`config.mk`:
```
export PLATFORM = sky130hd
export DESIGN_NAME = seg7_serial_driver
export DESIGN_NICKNAME = d
export VERILOG_FILES = /design/src/rtl/seg7_serial_driver.sv
export SDC_FILE = /design/constraint.sdc
export NUM_CORES = 1
export LEC_CHECK = 0
export CAP_MARGIN = 20
export CELL_PAD_IN_SITES_DETAIL_PLACEMENT = 2
export CELL_PAD_IN_SITES_GLOBAL_PLACEMENT = 2
export CORE_UTILIZATION = 37
export DETAILED_ROUTE_END_ITERATION = 6
export PLACE_DENSITY = 0.86
export REMOVE_ABC_BUFFERS = 1
export SLEW_MARGIN = 20
export SYNTH_ARGS = -nofsm -noshare
export SYNTH_HDL_FRONTEND = slang
export SYNTH_SLANG_ARGS = --single-unit
```
`constraint.sdc`:
```
create_clock -name clk -period 2.2 [get_ports clk]
set_input_delay 0.55 -clock clk [delete_from_list [all_inputs] [get_ports clk]]
set_output_delay 0.55 -clock clk [all_outputs]
set_load 0.01 [all_outputs]
```
`src/rtl/seg7_serial_driver.sv`:
```
// Serial 7-segment chain driver: builds an active-low frame, shifts it out MSB first, then latches it.
// Optional macro SEG7_BCD_EN adds a double-dabble converter for decimal display with an overflow flag.
module seg7_serial_driver #(
  parameter int DIGITS    = 8,
  parameter int SCLK_HALF = 2
) (
  input  logic                clk,
  input  logic                rst,
  input  logic                start,
  input  logic [4*DIGITS-1:0] value,
  input  logic                dec_mode,
  input  logic [DIGITS-1:0]   dp,
  input  logic [DIGITS-1:0]   blank,
  output logic                seg_clk,
  output logic                seg_sout,
  output logic                SEG_PEN,
  output logic                seg_clrn,
  output logic                busy,
  output logic                done,
  output logic                ovf
);
  localparam int NBITS = 8 * DIGITS;
  localparam int VW    = 4 * DIGITS;
  localparam int PW    = (SCLK_HALF > 1) ? $clog2(SCLK_HALF) : 1;
  localparam int BW    = $clog2(NBITS);
  localparam logic [PW-1:0] PHASE_LAST = PW'(SCLK_HALF - 1);
  localparam logic [BW-1:0] BIT_LAST   = BW'(NBITS - 1);

  typedef enum logic [1:0] {
    IDLE  = 2'd0,
`ifdef SEG7_BCD_EN
    CONV  = 2'd1,
`endif
    SHIFT = 2'd2,
    LATCH = 2'd3
  } state_t;

  function automatic logic [6:0] glyph(input logic [3:0] n);
    case (n)
      4'h0: glyph = 7'h40;  4'h1: glyph = 7'h79;  4'h2: glyph = 7'h24;  4'h3: glyph = 7'h30;
      4'h4: glyph = 7'h19;  4'h5: glyph = 7'h12;  4'h6: glyph = 7'h02;  4'h7: glyph = 7'h78;
      4'h8: glyph = 7'h00;  4'h9: glyph = 7'h10;  4'hA: glyph = 7'h08;  4'hB: glyph = 7'h03;
      4'hC: glyph = 7'h46;  4'hD: glyph = 7'h21;  4'hE: glyph = 7'h06;
      default: glyph = 7'h0E;
    endcase
  endfunction

  // Blank wins over the dash, which in turn suppresses glyph and dp.
  function automatic logic [NBITS-1:0] build_frame(input logic [VW-1:0] nib,
                                                   input logic [DIGITS-1:0] dpv,
                                                   input logic [DIGITS-1:0] blk,
                                                   input logic dash);
    logic [NBITS-1:0] f;
    f = '0;
    for (int i = 0; i < DIGITS; i++) begin
      if (blk[i])    f[8*i +: 8] = 8'hFF;
      else if (dash) f[8*i +: 8] = 8'hBF;
      else           f[8*i +: 8] = {~dpv[i], glyph(nib[4*i +: 4])};
    end
    return f;
  endfunction

  state_t            state, state_next;
  logic [PW-1:0]     phase;
  logic [BW-1:0]     bit_cnt;
  logic [NBITS-2:0]  shreg;
  logic [NBITS-1:0]  frame;
  logic              phase_end;

  assign phase_end = (phase == PHASE_LAST);
  assign busy      = (state != IDLE);
  assign seg_clrn  = rst;

`ifdef SEG7_BCD_EN
  function automatic logic [63:0] max_dec(input int n);
    logic [63:0] m;
    m = 64'd1;
    for (int i = 0; i < n; i++) m = m * 64'd10;
    return m - 64'd1;
  endfunction

  localparam int CW = $clog2(VW);
  localparam logic [CW-1:0] CONV_LAST = CW'(VW - 1);
  localparam logic [63:0]   MAX_DEC   = max_dec(DIGITS);

  logic [DIGITS-1:0] dp_q, blank_q, lead_blank;
  logic [VW-1:0]     bin_sr, bcd, bcd_fix, bcd_next;
  logic [CW-1:0]     conv_cnt;
  logic              ovf_q, lead, unused_bcd_top;

  assign ovf            = ovf_q;
  assign unused_bcd_top = bcd_fix[VW-1];

  always_comb begin
    bcd_fix = bcd;
    for (int i = 0; i < DIGITS; i++)
      if (bcd[4*i +: 4] >= 4'd5) bcd_fix[4*i +: 4] = bcd[4*i +: 4] + 4'd3;
    bcd_next = {bcd_fix[VW-2:0], bin_sr[VW-1]};
  end

  // Zero digits above the first significant one go dark; digit 0 always shows.
  always_comb begin
    lead_blank = '0;
    lead       = 1'b1;
    for (int i = DIGITS - 1; i >= 1; i--) begin
      if (lead && bcd_next[4*i +: 4] == 4'd0) lead_blank[i] = 1'b1;
      else                                    lead = 1'b0;
    end
  end

  always_comb begin
    if (state == IDLE) frame = build_frame(value, dp, blank, 1'b0);
    else               frame = build_frame(bcd_next, dp_q, blank_q | (ovf_q ? '0 : lead_blank), ovf_q);
  end

  always_ff @(posedge clk or negedge rst) begin
    if (!rst) begin
      dp_q     <= '0;
      blank_q  <= '0;
      bin_sr   <= '0;
      bcd      <= '0;
      conv_cnt <= '0;
      ovf_q    <= 1'b0;
    end else if (state == IDLE && start) begin
      dp_q     <= dp;
      blank_q  <= blank;
      bin_sr   <= value;
      bcd      <= '0;
      conv_cnt <= '0;
      ovf_q    <= dec_mode && (64'(value) > MAX_DEC);
    end else if (state == CONV) begin
      bin_sr   <= {bin_sr[VW-2:0], 1'b0};
      bcd      <= bcd_next;
      conv_cnt <= conv_cnt + CW'(1);
    end
  end
`else
  logic unused_dec;
  assign unused_dec = dec_mode;
  assign ovf        = 1'b0;
  assign frame      = build_frame(value, dp, blank, 1'b0);
`endif

  always_ff @(posedge clk or negedge rst) begin
    if (!rst) state <= IDLE;
    else      state <= state_next;
  end

  always_comb begin
    state_next = state;
    done       = 1'b0;
    case (state)
      IDLE: begin
        if (start) begin
`ifdef SEG7_BCD_EN
          state_next = dec_mode ? CONV : SHIFT;
`else
          state_next = SHIFT;
`endif
        end
      end
`ifdef SEG7_BCD_EN
      CONV:  if (conv_cnt == CONV_LAST) state_next = SHIFT;
`endif
      SHIFT: if (phase_end && seg_clk && bit_cnt == BIT_LAST) state_next = LATCH;
      LATCH: begin
        if (phase_end) begin
          state_next = IDLE;
          done       = 1'b1;
        end
      end
      default: state_next = IDLE;
    endcase
  end

  // Data moves only on the falling half of seg_clk so it is settled a full half-period before each rise.
  always_ff @(posedge clk or negedge rst) begin
    if (!rst) begin
      seg_clk  <= 1'b0;
      seg_sout <= 1'b1;
      SEG_PEN  <= 1'b0;
      shreg    <= '0;
      phase    <= '0;
      bit_cnt  <= '0;
    end else if (state != SHIFT && state_next == SHIFT) begin
      shreg    <= frame[NBITS-2:0];
      seg_sout <= frame[NBITS-1];
      seg_clk  <= 1'b0;
      SEG_PEN  <= 1'b0;
      phase    <= '0;
      bit_cnt  <= '0;
    end else if (state == SHIFT) begin
      if (phase_end) begin
        phase <= '0;
        if (!seg_clk) begin
          seg_clk <= 1'b1;
        end else begin
          seg_clk <= 1'b0;
          if (bit_cnt == BIT_LAST) begin
            SEG_PEN <= 1'b1;
          end else begin
            bit_cnt  <= bit_cnt + BW'(1);
            seg_sout <= shreg[NBITS-2];
            shreg    <= {shreg[NBITS-3:0], 1'b0};
          end
        end
      end else begin
        phase <= phase + PW'(1);
      end
    end else if (state == LATCH) begin
      phase <= phase_end ? '0 : phase + PW'(1);
    end
  end
endmodule

```
==> run_1/flops_by_reg.png <==
The bar under the picture is 20 um long.
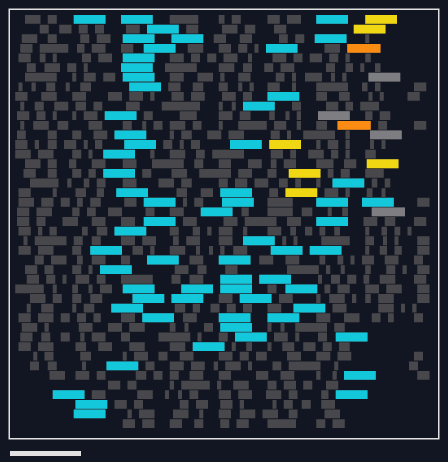
cyan -> shreg  # placed flops 63
yellow -> bit_cnt  # placed flops 6
orange -> state  # placed flops 2
post-layout util: 49.7%
Seq. cell area: 1880 um2
Seq. pwr: 0.00232 W
sequential share of cell area: 27.4%

==> run_1/io_fan.png <==
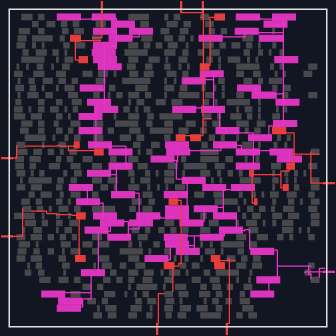
red -> blank  # direction input, edge 3 top, 2 left, 2 bottom, 1 right, end cells 19, buffers 8, wire 410 um
magenta -> rst  # direction input, edge right, end cells 75, buffers 3, wire 598 um
port buffer count: 56
boundary pin count: 59

==> run_1/sizes.png <==
The bar under the picture is 20 um long.
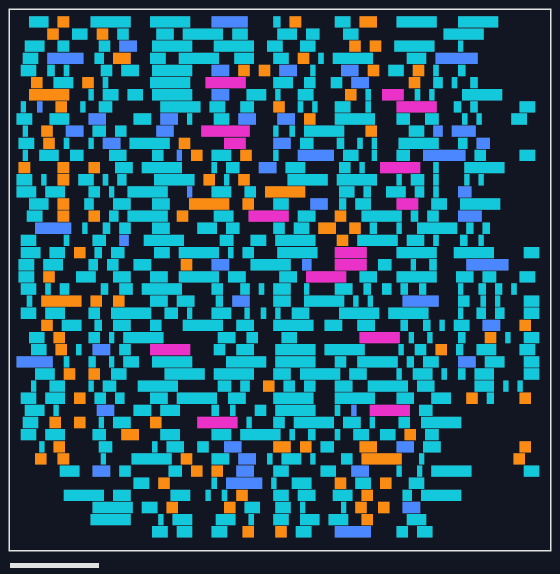
magenta -> _6 and larger  # cells 15, share 2.4%, most used clkbuf_16
orange -> _3 and _4 cells  # cells 91, share 15%, most used buf_4
blue -> _2 cells  # cells 51, share 8.3%, most used mux2_2
cyan -> _0 and _1 cells  # cells 459, share 75%, most used dfrtp_1
final worst setup slack: 0.0652 ns
final instance area: 6870 um2
Non-clk bufs: 137
area growth from synthesis to layout: 31.1%

==> flow_summary.toml, run 1 <==
# yosys + openroad results
[power]
power.share.combinational_pct = 35.1
power_w = 0.00599

[floorplan]
taps = 180
die_y_um = 121
floorplan.core_util_pct = 37.9
dieArea_um2 = 14600
die_w_um = 121

[logic_synthesis]
avgSynthCellArea_um2 = 10.6
ys.flops = 75
post-synth-top-count-cell = "dfrtp_1"
yosysSeqAreaShare_pct = 35.8
mux_share_pct = 11.6
simple_gate_area_share_pct = 10.0
synth_warnings = 0

[sta]
slew_headroom_pct = 34.5
min_period_ns = 2.13
grt_setup_unrepaired = "false"

[clock_network]
clkTransAtPathRegs_ns = 0.06
holdBufCountCts = 0
cts_sinks = 75
cts_tree = "built"
cts_setup_buffers = 0
cts-resized-gates = 4

[critical_path]
path_max_fanout = 4
cp-end-kind = "register"
critPathBufInv = 3
crit_path_start = "value[0]"
cp.depth = 7
rrSetupSlack_ns = 0.20

[grt]
grt.busiest_layer = "met2"
overflow = 0
grt_antenna_before_repair = 0

[hold_path]
hp-class = "primary input to async pin"

[layout]
top_regs = "shreg: 63 flops, bit_cnt: 6 flops, state: 2 flops"
nClkBuffers = 15
largest_reg_flops = 63
inverters = 35
nMultiInputCombCells = 353
top_register = "shreg"

[route]
vias_per_cell = 5.82
routed.top_layer = "met4"

[placement]
placed_cells = 780

[status]
status = "complete, no violations"
==> run_1/wires.png <==
The bar under the picture is 20 um long.
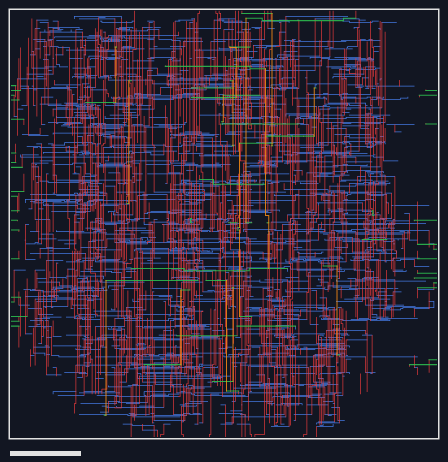

--- run 2 (diff from run 1) ---
--- a/config.mk
+++ b/config.mk
@@ -6,11 +6,11 @@
 export NUM_CORES = 1
 export LEC_CHECK = 0
 export CAP_MARGIN = 20
-export CELL_PAD_IN_SITES_DETAIL_PLACEMENT = 2
-export CELL_PAD_IN_SITES_GLOBAL_PLACEMENT = 2
-export CORE_UTILIZATION = 37
+export CELL_PAD_IN_SITES_DETAIL_PLACEMENT = 0
+export CELL_PAD_IN_SITES_GLOBAL_PLACEMENT = 1
+export CORE_UTILIZATION = 40
 export DETAILED_ROUTE_END_ITERATION = 6
-export PLACE_DENSITY = 0.86
+export PLACE_DENSITY = 0.79
 export REMOVE_ABC_BUFFERS = 1
 export SLEW_MARGIN = 20
 export SYNTH_ARGS = -nofsm -noshare
==> run_2/wires.png <==
The bar under the picture is 20 um long.
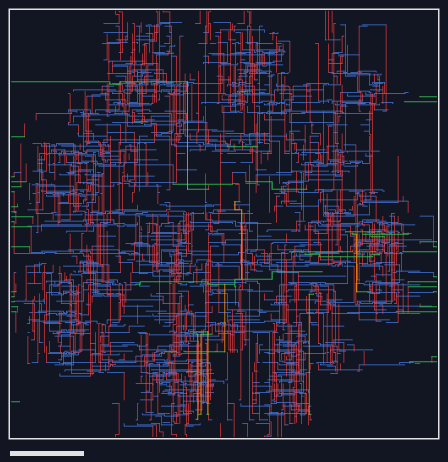
green -> metal 3  # wire length 368 um
red -> metal 2  # wire length 5,590 um
orange -> metal 4  # wire length 186 um
blue -> metal 1  # wire length 5,280 um
DR WL/cell: 14.4 um
Total GRT Usage: 18.2%
Vias: 4,294
final wirelength: 11,400 um

==> run_2/clocks.png <==
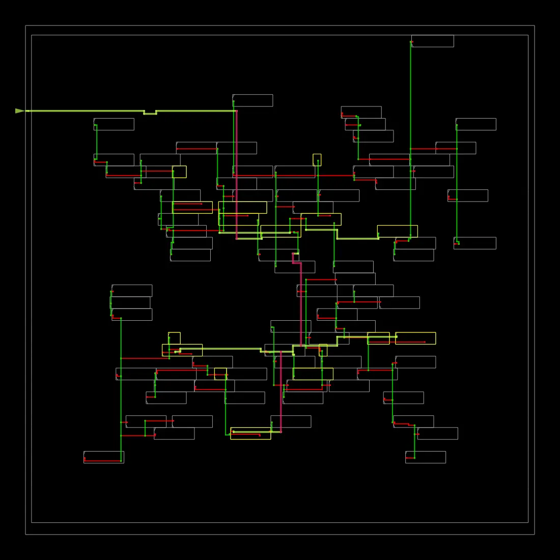
Latency at later pin: 0.33 ns
CTS sink cnt: 75
Clk. pwr: 0.00147 W
TritonCTS Buffers: 9

==> run_2/flops_by_reg.png <==
The bar under the picture is 20 um long.
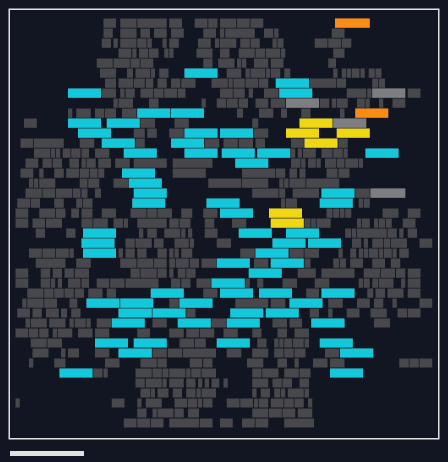
cyan -> shreg  # placed flops 63
orange -> state  # placed flops 2
yellow -> bit_cnt  # placed flops 6
sequential share of cell area: 27.5%
Seq. cell area: 1880 um2
Seq. pwr: 0.00222 W

==> run 2 against run 1 <==
Effect of this change:
- flip-flop count unchanged
- sequential share of layout area up 0.15 points
- clock skew up 0.0015 ns
- clock-buffer cell count down 5
- critical path depth down 5
- worst setup slack about the same
- clock power down 6%
- cell count down 0.38%
- non-clock buffer count up 5
- utilization up 4.2 points
- largest cell class unchanged
- highest routed layer unchanged
==> flow_summary.toml, run 2 <==
# yosys + openroad results
[critical_path]
critPathBufInv = 1
crit_path_start = "state[0]"
crit_family = "buffers and inverters"
crit_slowest_cell = "clkdlybuf4s50_1"
cp.depth = 2
rrSetupSlack_ns = 0.35
cp-end-kind = "output pin"
worstPathCellList = "or2_2 -> clkdlybuf4s50_1"
path_max_fanout = 7

[floorplan]
floorplan.core_util_pct = 41.3
die_w_um = 116
io_pins = 59
taps = 172
die_y_um = 116

[sta]
grt_setup_unrepaired = "false"
min_period_ns = 2.13
setup_slack_ns = 0.0654
slew_headroom_pct = 38.2

[route]
drtIter0Drc = 217
ant_nets = 0
routed.top_layer = "met4"
vias_per_cell = 5.41

[grt]
overflow = 0
grt.busiest_layer = "met2"
grt_antenna_before_repair = 0

[layout]
nNonClkBuffers = 142
final_core_util_pct = 53.9
top_regs = "shreg: 63 flops, bit_cnt: 6 flops, state: 2 flops"
synthToLayoutAreaGrowth_pct = 30.3
inverters = 35
largest_reg_flops = 63
nMultiInputCombCells = 353
final_area_um2 = 6830
fin_cells = 793
nClkBuffers = 10
top_register = "shreg"
num-fill-cells = 1099

[hold_path]
hp-class = "primary input to async pin"

[clock_network]
cts_setup_buffers = 0
cts-resized-gates = 0
holdBufCountCts = 0
clkTransAtPathRegs_ns = 0.06
cts_tree = "built"

[run]
max-cap-violations = 0

[power]
power.share.combinational_pct = 34.2
p_switching_w = 0.00181
power_w = 0.00561

[placement]
portBuffers = 56
placed_cells = 777

[logic_synthesis]
yosysSeqAreaShare_pct = 35.8
yosysCellCount = 496
avgSynthCellArea_um2 = 10.6
post-synth-top-count-cell = "dfrtp_1"
synthTopCellsByCount = "dfrtp_1, nand2_1, ha_1"
top_area_cell = "dfrtp_1"
simple_gate_area_share_pct = 10.0
synth_warnings = 0
ys.flops = 75
mux_share_pct = 11.6

[status]
status = "complete, no violations"
Power figures rest on the tool's default switching activity, not on a simulated workload.
